[config.mk]
export PLATFORM = sky130hd
export DESIGN_NAME = alarm_clock_core
export DESIGN_NICKNAME = d
export VERILOG_FILES = /design/src/rtl/alarm_pkg.sv /design/src/rtl/bcd_hms_register.sv /design/src/rtl/alarm_clock_core.sv
export SDC_FILE = /design/constraint.sdc
export NUM_CORES = 1
export LEC_CHECK = 0
export ABC_AREA = 1
export CAP_MARGIN = 20
export CORE_MARGIN = 8
export CORE_UTILIZATION = 56
export CTS_CLUSTER_DIAMETER = 50
export CTS_CLUSTER_SIZE = 40
export DETAILED_ROUTE_END_ITERATION = 8
export PLACE_DENSITY = 0.91
export SLEW_MARGIN = 0
export SYNTH_ARGS = -nofsm -noshare
export SYNTH_HDL_FRONTEND = slang
export SYNTH_SLANG_ARGS = --single-unit
export TNS_END_PERCENT = 20
[constraint.sdc]
create_clock -name clk -period 4.1 [get_ports clk]
set_input_delay 0.41 -clock clk [delete_from_list [all_inputs] [get_ports clk]]
set_output_delay 0.41 -clock clk [all_outputs]
set_load 0.05 [all_outputs]
[src/rtl/alarm_pkg.sv]
// Shared types, BCD digit limits and increment helpers for the alarm clock core.
package alarm_pkg;

  typedef enum logic [1:0] {
    IDLE    = 2'd0,
    RINGING = 2'd1,
    SNOOZED = 2'd2
  } alarm_state_t;

  localparam int SEC_LSB_MAX = 9;
  localparam int SEC_MSB_MAX = 5;
  localparam int HOUR24_MAX  = 23;
  localparam int HOUR12_MIN  = 1;
  localparam int HOUR12_MAX  = 12;

  // 12-hour mode powers up showing 12:00:00 AM
  localparam logic [3:0] RST12_HOUR_MSB = 4'd1;
  localparam logic [3:0] RST12_HOUR_LSB = 4'd2;

  // Two BCD digits plus a flag: wrap-out for sec/min, pm toggle for hours
  typedef struct packed {
    logic       carry;
    logic [3:0] msb;
    logic [3:0] lsb;
  } bcd_pair_t;

  // +1 on a 00..59 BCD field; carry set when it wraps to 00
  function automatic bcd_pair_t bcd_inc60(input logic [3:0] msb, input logic [3:0] lsb);
    bcd_pair_t r;
    r.carry = 1'b0;
    r.msb   = msb;
    r.lsb   = lsb + 4'd1;
    if (int'(lsb) == SEC_LSB_MAX) begin
      r.lsb = 4'd0;
      if (int'(msb) == SEC_MSB_MAX) begin
        r.msb   = 4'd0;
        r.carry = 1'b1;
      end else begin
        r.msb = msb + 4'd1;
      end
    end
    return r;
  endfunction

  // +1 on the hour field; in 12h mode carry flags the 11->12 step (pm toggle)
  function automatic bcd_pair_t bcd_inc_hour(input logic h24, input logic [3:0] msb,
                                             input logic [3:0] lsb);
    bcd_pair_t r;
    int v;
    int n;
    v       = int'(msb) * 10 + int'(lsb);
    r.carry = 1'b0;
    if (h24) begin
      n = (v >= HOUR24_MAX) ? 0 : v + 1;
    end else begin
      n       = (v >= HOUR12_MAX) ? HOUR12_MIN : v + 1;
      r.carry = (v == HOUR12_MAX - 1);
    end
    r.msb = 4'(n / 10);
    r.lsb = 4'(n % 10);
    return r;
  endfunction

endpackage

[src/rtl/bcd_hms_register.sv]
// hh:mm:ss + pm BCD register: cascaded tick advance, or per-field increments without carry.
module bcd_hms_register
  import alarm_pkg::*;
#(
  parameter bit HOUR_24 = 1'b1
) (
  input  logic       clk,
  input  logic       reset,
  input  logic       tick,
  input  logic       inc_sec,
  input  logic       inc_min,
  input  logic       inc_hour,
  output logic [3:0] hour_msb,
  output logic [3:0] hour_lsb,
  output logic [3:0] min_msb,
  output logic [3:0] min_lsb,
  output logic [3:0] sec_msb,
  output logic [3:0] sec_lsb,
  output logic       pm
);

  logic [7:0] sec_reg, sec_next, min_reg, min_next, hour_reg, hour_next;
  logic       pm_reg, pm_next;
  bcd_pair_t  sec_inc, min_inc, hour_inc;

  // Field increments take priority over the tick; the caller drops the tick when they collide
  always_comb begin
    sec_inc   = bcd_inc60(sec_reg[7:4], sec_reg[3:0]);
    min_inc   = bcd_inc60(min_reg[7:4], min_reg[3:0]);
    hour_inc  = bcd_inc_hour(HOUR_24, hour_reg[7:4], hour_reg[3:0]);
    sec_next  = sec_reg;
    min_next  = min_reg;
    hour_next = hour_reg;
    pm_next   = pm_reg;
    if (inc_sec || inc_min || inc_hour) begin
      if (inc_sec)  sec_next = {sec_inc.msb, sec_inc.lsb};
      if (inc_min)  min_next = {min_inc.msb, min_inc.lsb};
      if (inc_hour) begin
        hour_next = {hour_inc.msb, hour_inc.lsb};
        pm_next   = pm_reg ^ hour_inc.carry;
      end
    end else if (tick) begin
      sec_next = {sec_inc.msb, sec_inc.lsb};
      if (sec_inc.carry) begin
        min_next = {min_inc.msb, min_inc.lsb};
        if (min_inc.carry) begin
          hour_next = {hour_inc.msb, hour_inc.lsb};
          pm_next   = pm_reg ^ hour_inc.carry;
        end
      end
    end
  end

  // Digit registers; 12h mode resets to 12:00:00 AM
  always_ff @(posedge clk) begin
    if (!reset) begin
      sec_reg  <= 8'h00;
      min_reg  <= 8'h00;
      hour_reg <= HOUR_24 ? 8'h00 : {RST12_HOUR_MSB, RST12_HOUR_LSB};
      pm_reg   <= 1'b0;
    end else begin
      sec_reg  <= sec_next;
      min_reg  <= min_next;
      hour_reg <= hour_next;
      pm_reg   <= pm_next;
    end
  end

  assign hour_msb = hour_reg[7:4];
  assign hour_lsb = hour_reg[3:0];
  assign min_msb  = min_reg[7:4];
  assign min_lsb  = min_reg[3:0];
  assign sec_msb  = sec_reg[7:4];
  assign sec_lsb  = sec_reg[3:0];
  assign pm       = pm_reg;

endmodule

[src/rtl/alarm_clock_core.sv]
// Alarm clock core: button edge detection, set/tick arbitration, alarm match and ring FSM.
module alarm_clock_core
  import alarm_pkg::*;
#(
  parameter bit HOUR_24    = 1'b1,
  parameter int RING_SEC   = 60,
  parameter int SNOOZE_SEC = 300
) (
  input  logic       clk,
  input  logic       reset,
  input  logic       tick,
  input  logic       sel_alarm,
  input  logic       upsec,
  input  logic       upmin,
  input  logic       uphour,
  input  logic       alarm_en,
  input  logic       snooze,
  input  logic       stop,
  output logic [3:0] outhourMSB,
  output logic [3:0] outhourLSB,
  output logic [3:0] outminMSB,
  output logic [3:0] outminLSB,
  output logic [3:0] outsecMSB,
  output logic [3:0] outsecLSB,
  output logic [3:0] almhourMSB,
  output logic [3:0] almhourLSB,
  output logic [3:0] almminMSB,
  output logic [3:0] almminLSB,
  output logic [3:0] almsecMSB,
  output logic [3:0] almsecLSB,
  output logic       pm,
  output logic       alm_pm,
  output logic       ring
);

  localparam int RING_W = $clog2(RING_SEC + 1);
  localparam int SNZ_W  = $clog2(SNOOZE_SEC + 1);
  localparam logic [RING_W-1:0] RING_LOAD = RING_W'(RING_SEC);
  localparam logic [SNZ_W-1:0]  SNZ_LOAD  = SNZ_W'(SNOOZE_SEC);

  // Button bit order: 0 sec, 1 min, 2 hour, 3 snooze, 4 stop
  logic [4:0] btn_lvl, btn_prev_reg, btn_evt;
  assign btn_lvl = {stop, snooze, uphour, upmin, upsec};

  genvar gi;
  generate
    for (gi = 0; gi < 5; gi++) begin : g_edge
      assign btn_evt[gi] = btn_lvl[gi] & ~btn_prev_reg[gi];
    end
  endgenerate

  logic time_set_any, time_tick, tick_applied_reg, match;
  assign time_set_any = (|btn_evt[2:0]) & ~sel_alarm;
  assign time_tick    = tick & ~time_set_any;

  bcd_hms_register #(.HOUR_24(HOUR_24)) u_time (
    .clk(clk), .reset(reset), .tick(time_tick),
    .inc_sec(btn_evt[0] & ~sel_alarm), .inc_min(btn_evt[1] & ~sel_alarm),
    .inc_hour(btn_evt[2] & ~sel_alarm),
    .hour_msb(outhourMSB), .hour_lsb(outhourLSB), .min_msb(outminMSB),
    .min_lsb(outminLSB), .sec_msb(outsecMSB), .sec_lsb(outsecLSB), .pm(pm)
  );

  bcd_hms_register #(.HOUR_24(HOUR_24)) u_alarm (
    .clk(clk), .reset(reset), .tick(1'b0),
    .inc_sec(btn_evt[0] & sel_alarm), .inc_min(btn_evt[1] & sel_alarm),
    .inc_hour(btn_evt[2] & sel_alarm),
    .hour_msb(almhourMSB), .hour_lsb(almhourLSB), .min_msb(almminMSB),
    .min_lsb(almminLSB), .sec_msb(almsecMSB), .sec_lsb(almsecLSB), .pm(alm_pm)
  );

  // Only a tick-driven update can match, so the compare waits one cycle for the new time
  assign match = tick_applied_reg &&
                 ({outhourMSB, outhourLSB, outminMSB, outminLSB, outsecMSB, outsecLSB, pm} ==
                  {almhourMSB, almhourLSB, almminMSB, almminLSB, almsecMSB, almsecLSB, alm_pm});

  alarm_state_t      state_reg, state_next;
  logic [RING_W-1:0] ring_cnt_reg, ring_cnt_next;
  logic [SNZ_W-1:0]  snz_cnt_reg, snz_cnt_next;
  logic              ring_reg;

  // Ring FSM next state; disarming overrides everything, stop beats snooze
  always_comb begin
    state_next    = state_reg;
    ring_cnt_next = ring_cnt_reg;
    snz_cnt_next  = snz_cnt_reg;
    if (!alarm_en) begin
      state_next = IDLE;
    end else begin
      case (state_reg)
        IDLE: begin
          if (match) begin
            state_next    = RINGING;
            ring_cnt_next = RING_LOAD;
          end
        end
        RINGING: begin
          if (btn_evt[4]) begin
            state_next = IDLE;
          end else if (btn_evt[3]) begin
            state_next   = SNOOZED;
            snz_cnt_next = SNZ_LOAD;
          end else if (tick) begin
            if (ring_cnt_reg <= RING_W'(1)) state_next = IDLE;
            else ring_cnt_next = ring_cnt_reg - RING_W'(1);
          end
        end
        SNOOZED: begin
          if (btn_evt[4]) begin
            state_next = IDLE;
          end else if (tick) begin
            if (snz_cnt_reg <= SNZ_W'(1)) begin
              state_next    = RINGING;
              ring_cnt_next = RING_LOAD;
            end else begin
              snz_cnt_next = snz_cnt_reg - SNZ_W'(1);
            end
          end
        end
        default: state_next = IDLE;
      endcase
    end
  end

  // State, counters, edge history and the registered ring output
  always_ff @(posedge clk) begin
    if (!reset) begin
      state_reg        <= IDLE;
      ring_cnt_reg     <= '0;
      snz_cnt_reg      <= '0;
      ring_reg         <= 1'b0;
      btn_prev_reg     <= '0;
      tick_applied_reg <= 1'b0;
    end else begin
      state_reg        <= state_next;
      ring_cnt_reg     <= ring_cnt_next;
      snz_cnt_reg      <= snz_cnt_next;
      ring_reg         <= (state_next == RINGING);
      btn_prev_reg     <= btn_lvl;
      tick_applied_reg <= time_tick;
    end
  end

  assign ring = ring_reg;

endmodule

==> results.ini, run 1 <==
[run_status]
outcome = completed

[setup_path]
cp_max_fo = 7
startpoint = u_alarm.hour_reg[7]
crit_required_ns = 4.36
cp_top_family = adder cells
critical_path.startpoint_type = flop

[die]
placementRows = 33
ports = 61
tapcell.inserted = 105
floorplan.core_util_pct = 56.66

[detailed_routing]
routed-via-count = 4610

[clocking]
tritoncts_num_sinks = 72
clockRootBuffer = sky130_fd_sc_hd__clkbuf_8
tritoncts = yes

[logic_synthesis]
post_synth_mux_area_share_pct = 0
synthAoiAreaFrac_pct = 15.69
edf_count = 0
ys_types = 54
fa_ha_area_share_pct = 8.338

[worst_hold_path]
number_of_cells_on_the_worst_hold_path = 1
hold-path-endpoint = snz_cnt_reg[6]

[finish]
number_of_filler_instances_in_the_final_layout = 654
area.combinational_sq_um = 2609

[final_timing]
unrepaired_setup_endpoints_after_global_routing = no
report.final.slew_viol_count = 0
fmax_mhz = 317.3

[pwr]
internal_power_mw = 1.176
flop_pwr_share_pct = 44.2
ir_drop_mv = 0.1944

[grt]
first_pass_grt_wire_length_um = 19400

[run]
tally_of_openroad_warnings = 30

## run 1: stage by stage
step | cells | cell area, sq um | power, mW | util [%]
floorplan | 669 | 4566 | 0.9892 | -
global placement | 825 | 5248 | 1.059 | 65.17
detailed placement | 825 | 5248 | 1.072 | 65.17
CTS | 841 | 5465 | 1.676 | 67.88
global route | 841 | 5465 | 1.752 | 67.88
finish | 841 | 5465 | 1.672 | 67.88
## run 1: cell usage in the layout (no fill, tap or decap), drive strengths merged, types with 2 or more instances in the layout
master and count:
xor2 14, nand3 42, nand2 123, o21ai 39
a211oi 6, and3 2, fa 4, o22ai 8
clkdlybuf4s50 58, conb 2, a21oi 52, inv 123
dfxtp 72, o21a 2, o211ai 5, nor4 6
nor3b 3, nand4 10, clkbuf 14, nor2 80
nor3 16, a221oi 2, or2 6, a31oi 3
xnor2 2, ha 24, clkinv 5
## run 1: cell usage after synthesis (3+ instances only)
library cell | number | area share (%)
sky130_fd_sc_hd__or2_2 | 4 | 0.55
sky130_fd_sc_hd__nand3_1 | 38 | 4.2
sky130_fd_sc_hd__nand3_2 | 4 | 0.88
sky130_fd_sc_hd__nand2_1 | 110 | 9.1
sky130_fd_sc_hd__a21oi_1 | 51 | 5.6
sky130_fd_sc_hd__nand2_2 | 10 | 1.4
sky130_fd_sc_hd__nor3_1 | 14 | 1.5
sky130_fd_sc_hd__o22ai_1 | 8 | 1.1
sky130_fd_sc_hd__o21ai_0 | 33 | 3.6
sky130_fd_sc_hd__clkinv_1 | 3 | 0.25
sky130_fd_sc_hd__nor2_4 | 3 | 0.74
sky130_fd_sc_hd__nor2_1 | 75 | 6.2
sky130_fd_sc_hd__fa_1 | 4 | 1.8
sky130_fd_sc_hd__nor4_1 | 6 | 0.82
sky130_fd_sc_hd__dfxtp_1 | 72 | 32
sky130_fd_sc_hd__a31oi_1 | 3 | 0.41
sky130_fd_sc_hd__inv_1 | 119 | 9.8
sky130_fd_sc_hd__nand4_1 | 9 | 1.2
sky130_fd_sc_hd__inv_2 | 4 | 0.33
sky130_fd_sc_hd__a211oi_1 | 6 | 0.99
sky130_fd_sc_hd__nand2_4 | 3 | 0.74
sky130_fd_sc_hd__clkbuf_1 | 4 | 0.33
sky130_fd_sc_hd__o211ai_1 | 5 | 0.82
sky130_fd_sc_hd__xor2_1 | 14 | 2.7
sky130_fd_sc_hd__o21ai_1 | 5 | 0.55
sky130_fd_sc_hd__ha_1 | 24 | 6.6
## run 1: power by group through the flow
stage | sequential (mW) | clock (mW) | combinational, mW
after floorplan | 0.792 | 0 | 0.197
after global placement | 0.753 | 0 | 0.306
after detailed placement | 0.754 | 0 | 0.318
after CTS | 0.738 | 0.616 | 0.322
after global routing | 0.741 | 0.654 | 0.357
final | 0.739 | 0.608 | 0.324
## run 1: routing by layer
metal / vias to the layer above / global-route usage [%] / part of all wire (%)
li1: 2301 / - / -
met1: 2112 / 24.53 / 42
met2: 184 / 34.72 / 49
met3: 13 / 5.808 / 7.8
met4: 0 / 6.533 / 1.3
met5: - / 0 / 0
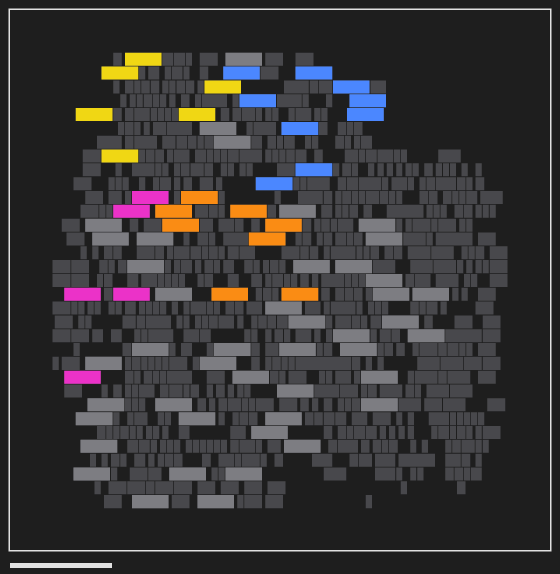
Figure 1: run 1, register map, names as in the netlist.
The bar under the picture is 20 um long. Other sequential cells in the stronger grey, the rest of the logic in the fainter grey.
- u_time.min_reg: orange (sequential cells 8; where centre)
- btn_prev_reg: magenta (sequential cells 5; where west)
- ring_cnt_reg: yellow (sequential cells 6; where north-west)
- snz_cnt_reg: blue (sequential cells 9; where north)

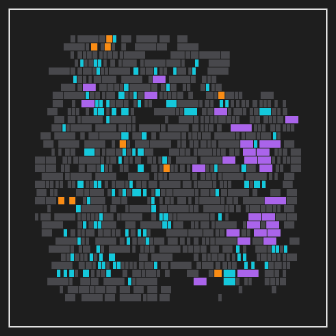
Figure 2: run 1, logic cells by family.
- and/or cells: orange (cells 9)
- fa/ha/maj cells: purple (cells 28)
- nor cells: cyan (cells 106)
logic gate fraction of the total cell area: 47.73%
post-route non-filler standard cell count: 841
most used logic cell in the final layout: sky130_fd_sc_hd__inv_1

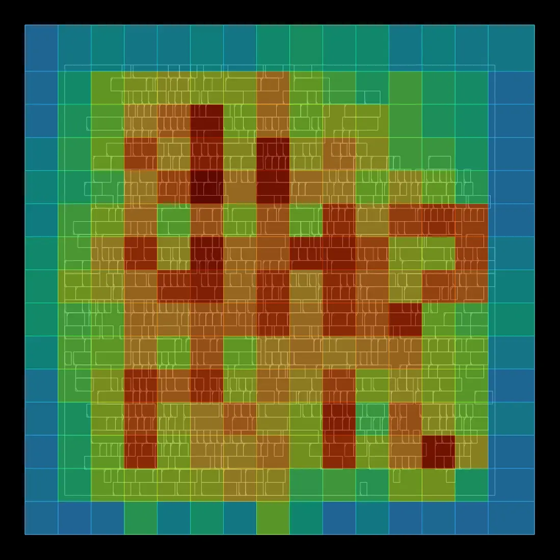
Figure 3: run 1, track usage over the die.
overall global routing resource usage: 20.51%
routed wirelength normalized by instance count: 13.68 um

Figure 4. Nets reached from selected ports (run 1).
The bar under the picture is 20 um long.
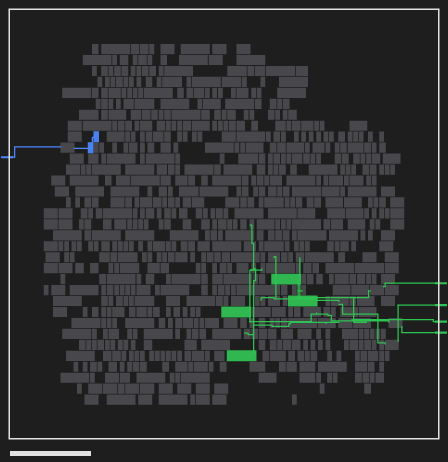

==> run 2, diff against run 1 <==
Clock period 4.1 ns to 2.9 ns, I/O delays scaled along.
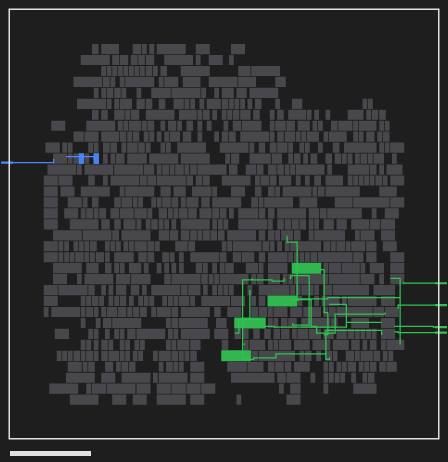
Figure 5: run 2, nets reached from selected ports.
The bar under the picture is 20 um long.
- stop: blue (bits 1; direction input; edge west; end cells 2; buffers 1; wire 19.6 um)
- outhourLSB: green (bits 4; direction output; edge east; end cells 4; buffers 5; wire 317 um)

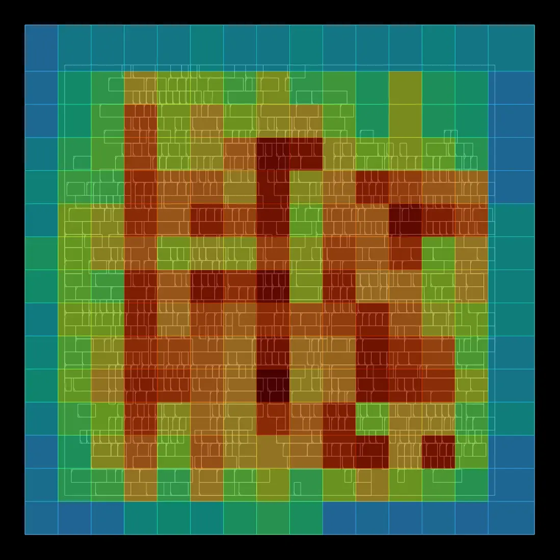
Figure 6: run 2, track usage over the die.
routed wirelength normalized by instance count: 14.60 um
Most Used Layer, Global Route: met2
overall global routing resource usage: 22.10%
met2 capacity usage during global routing: 38.87%

==> results.ini, run 2 <==
[logic_synthesis]
most_numerous_cell_in_the_yosys_netlist = sky130_fd_sc_hd__inv_1
avgSynthCellArea_sq_um = 6.829
top_area_share_pct = 31.60
ys_types = 54
yosysTopAreaCell = sky130_fd_sc_hd__dfxtp_1
synth.top_cells.by_area = sky130_fd_sc_hd__dfxtp_1 32%, sky130_fd_sc_hd__inv_1 9.8%, sky130_fd_sc_hd__nand2_1 9.1%
edf_count = 0
ys_seq_share_pct = 31.60
post_synth_most_frequent_cells = 119 x sky130_fd_sc_hd__inv_1, 110 x sky130_fd_sc_hd__nand2_1, 75 x sky130_fd_sc_hd__nor2_1, 72 x sky130_fd_sc_hd__dfxtp_1, 51 x sky130_fd_sc_hd__a21oi_1

[finish]
number_of_filler_instances_in_the_final_layout = 641
drive_above_1_share_pct = 12.48
insertedDiodeCount = 0
area.combinational_sq_um = 2694
layout_top_cell_excl_fill_tap = sky130_fd_sc_hd__inv_1
instances_no_fill = 858
post-route-cell-area_sq_um = 5680
layout_top_cells_excl_fill_tap = 118 x sky130_fd_sc_hd__inv_1, 110 x sky130_fd_sc_hd__nand2_1, 74 x sky130_fd_sc_hd__nor2_1, 63 x sky130_fd_sc_hd__dfxtp_1, 58 x sky130_fd_sc_hd__clkdlybuf4s50_1

[setup_path]
worst_path_largest_cell_delay_ns = 0.56
crit_required_ns = 3.16
critical_path.startpoint_type = flop
cp_max_fo = 5

[die]
ports = 61
placementRows = 33
floorplan.core_util_pct = 56.66

[pwr]
flop_pwr_share_pct = 44.5
ir_drop_mv = 0.3246
internal_power_mw = 1.612

[grt]
first_pass_grt_wire_length_um = 20700
number_of_global_route_vias_before_repair = 4724
grt_start_max_net_pins = 32

[final_timing]
unrepaired_setup_endpoints_after_global_routing = yes
fmax_mhz = 352.2
report.final.slew_viol_count = 0
whs_ns = 0.4712

[run_status]
outcome = completed

[placement]
dpl.hpwl_um = 9374
cells_after_dpl = 837
dpl-instance-area_sq_um = 5359

[detailed_routing]
routed-via-count = 4725
antenna_left = 0
drtIter0Drc = 323

[run]
tally_of_openroad_warnings = 32
drv.max_cap_violation_count = 0

[clocking]
clockRootBuffer = sky130_fd_sc_hd__clkbuf_8
tritoncts = yes
cts_buffers = 9
tritoncts_num_sinks = 72

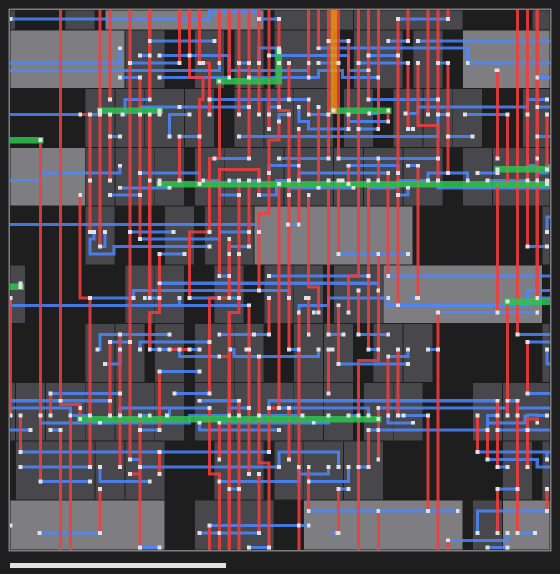
Figure 7: run 2, a small window of the routed layout.
The bar under the picture is 10 um long. Region (14, 14) to (39, 39) um. Cells in grey, sequential cells in the stronger grey; small squares are vias.
- M2: red
- M3: green
- M1: blue
- M4: orange
- cells with their middle in the window: 76
- sequential cells in the window: 6
- netlist names of flops here include: u_time.sec_reg (4), u_alarm.sec_reg (2)
- most frequent: nor2_1 (18), inv_1 (15), nand2_1 (12)

==> run 2: area by class of cell <==
cell class | instances | share of cell area [%]
Clock inverter | 3 | 0.7489
Tap cell | 105 | 2.313
Inverter | 127 | 8.480
Clock buffer | 12 | 2.555
Multi-Input combinational cell | 462 | 47.42
Sequential cell | 72 | 25.75
Timing Repair Buffer | 77 | 12.73
==> run 2: cells by family (layout without fill, tap and decap cells) <==
kind of cell	after synthesis	in the layout	share of synthesized area (%)
and+or+nand+nor	291	291	29.92
buffers and inverters	135	219	11.30
AOI/OAI and AO/OA	125	125	15.69
DFF	72	72	31.60
adders and majority gates	28	28	8.338
xor gates and xnor gates	16	16	3.072
other	1	2	0.08220
==> run 2: path summary, 6_finish.rpt <==
kind / startpoint / to / slack, ns / depth (start not counted)
hold reg to reg: snz_cnt_reg[4] / snz_cnt_reg[4] / 0.48 / 2
setup reg to reg: u_time.hour_reg[7] / u_time.hour_reg[3] / 0.06 / 19
setup / recovery: u_time.hour_reg[7] / u_time.hour_reg[3] / 0.06 / 19
hold / removal: upsec / btn_prev_reg[0] / 0.47 / 3
==> run 2: routing by layer <==
layer	vias up	global-route usage (%)	share of wire, %	wire length, um
li1	2337	-	-	-
met1	2160	23.86	40	5038
met2	194	38.87	50	6298
met3	34	5.445	6.6	821
met4	0	12.16	3.0	372
met5	-	0	0	0
==> run 2: stage by stage <==
| stage | power, mW | utilization, % | TNS (ns) | worst slack, ns |
|---|---|---|---|---|
| floorplan | 1.397 | - | -0.007619 | -0.007619 |
| global placement | 1.508 | 66.56 | 0 | 0.04387 |
| detailed placement | 1.533 | 66.56 | -0.3090 | -0.1358 |
| CTS | 2.316 | 70.13 | 0 | 0.003934 |
| global route | 2.433 | 70.55 | -0.1673 | -0.05252 |
| finish | 2.338 | 70.55 | 0 | 0.06086 |
==> run 2: power by group through the flow <==
| stage | logic [mW] | clock network [mW] | registers [mW] |
|---|---|---|---|
| 4_1_cts | 0.488 | 0.789 | 1.04 |
| 3_5_place_dp | 0.471 | 0 | 1.06 |
| 6_report | 0.506 | 0.792 | 1.04 |
| 5_1_grt | 0.552 | 0.838 | 1.04 |
| 2_1_floorplan | 0.278 | 0 | 1.12 |
| 3_3_place_gp | 0.448 | 0 | 1.06 |
==> run 2: worst max-delay path: cells and delay by family, from the launching register on <==
kind                     cells  cell delay (ns)
adder cells (fa/ha/maj)      4             1.12
AND/OR/NAND/NOR             10             0.87
flip-flops                   1             0.36
buffers and inverters        3             0.17
XOR/XNOR                     1             0.16
AND-OR/OR-AND                1             0.06
==> run 2: repair_timing <==
action | in CTS | in global routing
setup buffers | 6 | 0
gates resized | 12 | 7
pin swaps | 13 | 12
endpoints found under the setup margin | 4 | 8
Power and IR drop assume default switching activity.
